Design counter_mod_step, sky130hd; sources not shown.
==> run_1/power_grid.png <==
Scale bar: 20 um. Pins as bars on the die edge.
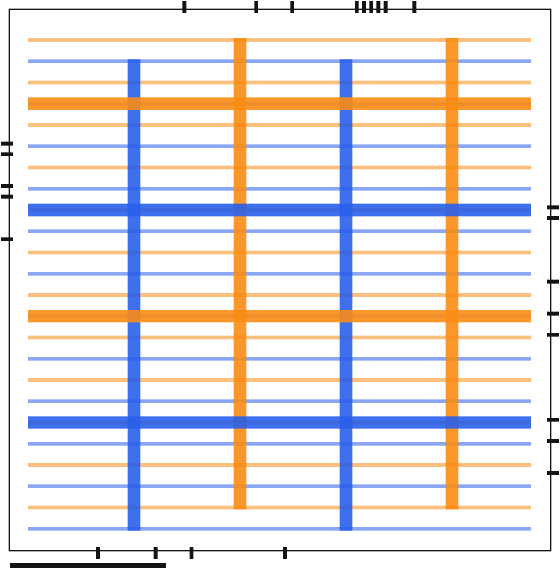
Blue is VSS. Orange is VDD.
24 met1 rails follow the rows. The core has 23 rows. 4 straps on met4. 4 straps on met5. 26 signal pins sit on the boundary.
die width: 69.1 um
maximum vdd drop: 0.0497 mV
Die Y: 69.1 um

==> run_1/placement_by_type.png <==
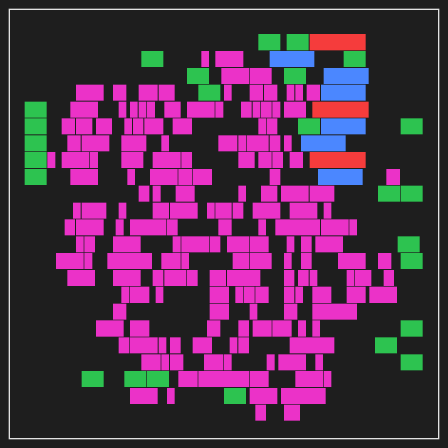
Red is clock drivers, cells 3. Blue is flops, cells 6. Magenta is combinational and other logic, cells 177. Green is other buffers and delay cells, cells 25.
Core Footprint: 4030 um^2
number of standard-cell rows in the floorplan: 23
Layout Cell Area excl Fill: 1850 um^2
Util after Layout: 46.0%

==> run_1/clk_routes.png <==
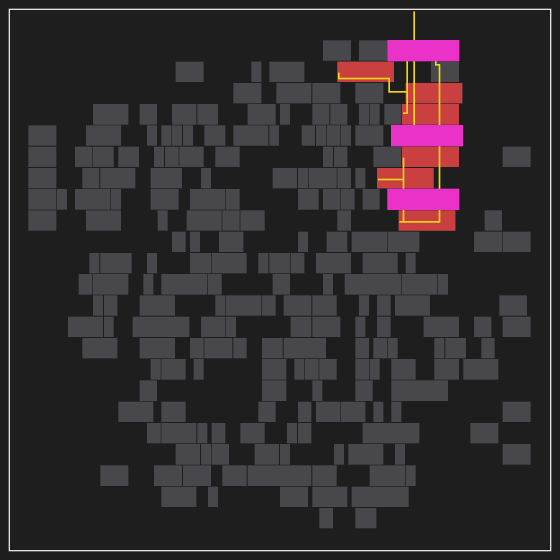
Yellow is clock wires, length 93.2 um. Red is flip-flops, count 6. Magenta is clock drivers, count 3.
There are 4 routed clock nets.
Clock net power: 0.0000822 W
clock insertion delay at the later pin of the skew report: 0.22 ns
Worst Clk Skew: 0.000883 ns
clock share of power: 27.3%

==> run_1/wires.png <==
Scale bar: 20 um.
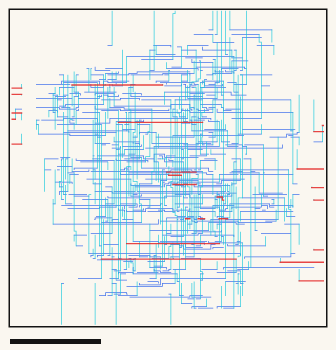
Cyan is metal 2, wire length 1970 um. Blue is metal 1, wire length 2010 um. Red is metal 3, wire length 147 um.
total number of vias: 1433
GRT Overall Usage: 18.3%
routed len/inst: 15.8 um

==> qor.tcl <==
set qor(cell_internal_pwr_w) 0.000183
set qor(groute.layer.met2.usage_pct) 30.7
set qor(p_sw_share_pct) 39.4
set qor(ys_chip_area_um2) 1480
set qor(ff_latch_area_um2) 120
set qor(filler_cell_count) 418
set qor(post_drt_via_cell_ratio) 5.49
set qor(cp_slowest_stage_delay_ns) 0.78
set qor(grt.met3_usage_pct) 0.731
set qor(yosys_warnings) 0
set qor(power.share.combinational_pct) 58.1
set qor(firstDrtPassIters) 4
set qor(first_iter_violations) 93
set qor(critical_path.endpoint_type) {output pin}
set qor(cts_tree) {done}
set qor(num-nets-final) 265
set qor(unrepaired_setup_endpoints_after_global_routing) {no}
set qor(mostFrequentLayoutCells) {sky130_fd_sc_hd__ha_1, sky130_fd_sc_hd__inv_1, sky130_fd_sc_hd__clkdlybuf4s50_1}
set qor(synthCells) 187
set qor(grt.overflow.total) 0
set qor(area_growth_pct) 24.9
set qor(r2r_setup_slack_ns) 4.40
set qor(pin_count) 26
set qor(pwr.group.sequential_w) 0.0000441
set qor(postCtsResizedCells) 0
set qor(hold_viol_final) 0
set qor(cp_common_cell) {sky130_fd_sc_hd__clkdlybuf4s50_1}
set qor(worst_slew_margin_rel_pct) 54.3
set qor(status) {complete, no violations}
set qor(async_reset_ff_share_pct) 0
set qor(tightestPinTransition_ns) 0.684
set qor(area.combinational_um2) 1250
set qor(hold_path.class) {register to register}
set qor(maxPowerGroup) {combinational cells}
set qor(synth-main-ff-cell) {sky130_fd_sc_hd__dfxtp_1}
set qor(tool_warnings) 32
set qor(netlist_top_cells_count) {sky130_fd_sc_hd__ha_1, sky130_fd_sc_hd__inv_1, sky130_fd_sc_hd__nand2_1, sky130_fd_sc_hd__a21oi_1, sky130_fd_sc_hd__o21ai_0}
set qor(report.power.total_w) 0.000301
set qor(gr-max-usage-layer) {met2}
set qor(path_cells) {clkdlybuf4s50_1 > ha_1 > a211oi_1 > o21ai_1 > nor2_1 > clkdlybuf4s50_1}
set qor(top_area_cell_share_pct) 25.3
set qor(final_layout_top_logic_cell) {sky130_fd_sc_hd__ha_1}
set qor(cp.required_ns) 6.16
set qor(clock_sink_count) 6
set qor(edf_count) 0
set qor(yosys-top-cells-area) {sky130_fd_sc_hd__ha_1, sky130_fd_sc_hd__dfxtp_1, sky130_fd_sc_hd__fa_1, sky130_fd_sc_hd__inv_1, sky130_fd_sc_hd__nand2_1}
set qor(most_common_cell) {sky130_fd_sc_hd__ha_1}
set qor(critPathLaunchType) {input port}
set qor(p_leak_nw) 0.849
set qor(max_freq_ghz) 0.190
set qor(totalNegativeSetupSlack_ns) 0
set qor(met3_wirelength_um) 146
set qor(finalCritPeriodShare_pct) 68.4
set qor(synth_area_leader_cell) {sky130_fd_sc_hd__ha_1}
set qor(drv.max_cap_violation_count) 0
set qor(timing_worst_setup_path_type) {input port to output pin}
set qor(sequential_group_share_of_total_power_pct) 14.6
set qor(number_of_global_route_vias_before_repair) 1493
set qor(timing.critical_path.arrival_ns) 3.73
set qor(dr.max_layer_used) {met3}
set qor(comb-power_w) 0.000175
set qor(synth.cell_area_um2) 1480
set qor(critical-path-slowest-cell) {sky130_fd_sc_hd__clkdlybuf4s50_1}
set qor(n_antenna_cell) 0
set qor(port-buffer-count) 25
set qor(ys_seq_share_pct) 8.09
set qor(route.final.wire_length_mm) 4.12
set qor(ys_cells) 187
set qor(met2_wirelength_mm) 1.97
set qor(power_per_cell_area_nw_per_um2) 163
set qor(worst-r2r-cell-count) 11
set qor(critical_path.max_fanout) 10
set qor(detail_route.wirelength.met1_mm) 2.01
set qor(synth_flops) 6
set qor(clock-root-buffer) {sky130_fd_sc_hd__clkbuf_16}
set qor(final_layout_size_suffix_gt1_share_pct) 4.27
set qor(post_cts.repair.setup_buffers) 0
set qor(die_area_um2) 4780
set qor(mean_instance_size_in_the_synthesized_netlist_um2) 7.94
set qor(cts.path.max_buffers) 2
set qor(gp_routability_congestion) 0.861
set qor(largest_register_ff_count) 4
## run 1: logic make-up after synthesis
kind of cell / after synthesis / synth area share [%]
and+or+nand+nor: 57 / 20.0
AOI/OAI and AO/OA: 45 / 22.4
adders and majority gates: 35 / 32.0
buffers and inverters: 30 / 7.84
xor gates and xnor gates: 10 / 6.83
DFF: 6 / 8.09
muxes: 4 / 2.78
## run 1: layout make-up
class | instances | share of cell area (%)
clock buffers | 3 | 4.05
flip-flops and latches | 6 | 6.48
well taps | 50 | 3.38
inverters | 26 | 5.27
repair buffers | 25 | 13.5
multi-input cells | 151 | 67.3
## run 1: worst register-to-register path: stages, from the launching register on
cell	delay, ns
sky130_fd_sc_hd__dfxtp_1	0.55
sky130_fd_sc_hd__ha_1	0.34
sky130_fd_sc_hd__nor2b_1	0.11
sky130_fd_sc_hd__o21ai_0	0.11
sky130_fd_sc_hd__xnor2_1	0.44
sky130_fd_sc_hd__ha_1	0.21
sky130_fd_sc_hd__nand3_1	0.10
sky130_fd_sc_hd__nor2_1	0.33
sky130_fd_sc_hd__o21ai_4	0.15
sky130_fd_sc_hd__mux2i_1	0.14
sky130_fd_sc_hd__a2111oi_0	0.55
sky130_fd_sc_hd__or3_1	0.19
## run 1: stage by stage
| stage | cells | area, um^2 | setup WS [ns] | utilization (%) | hold slack [ns] |
|---|---|---|---|---|---|
| global route | 261 | 1850 | 2.33 | 46.0 | 0.704 |
| finish | 261 | 1850 | 2.43 | 46.0 | 0.649 |
| floorplan | 187 | 1480 | 3.74 | - | 0.652 |
| detailed placement | 258 | 1780 | 2.47 | 44.1 | 0.645 |
| CTS | 261 | 1850 | 2.47 | 46.0 | 0.658 |
| global placement | 258 | 1780 | 2.48 | 44.1 | 0.657 |
Power figures rest on the tool's default switching activity, not on a simulated workload.
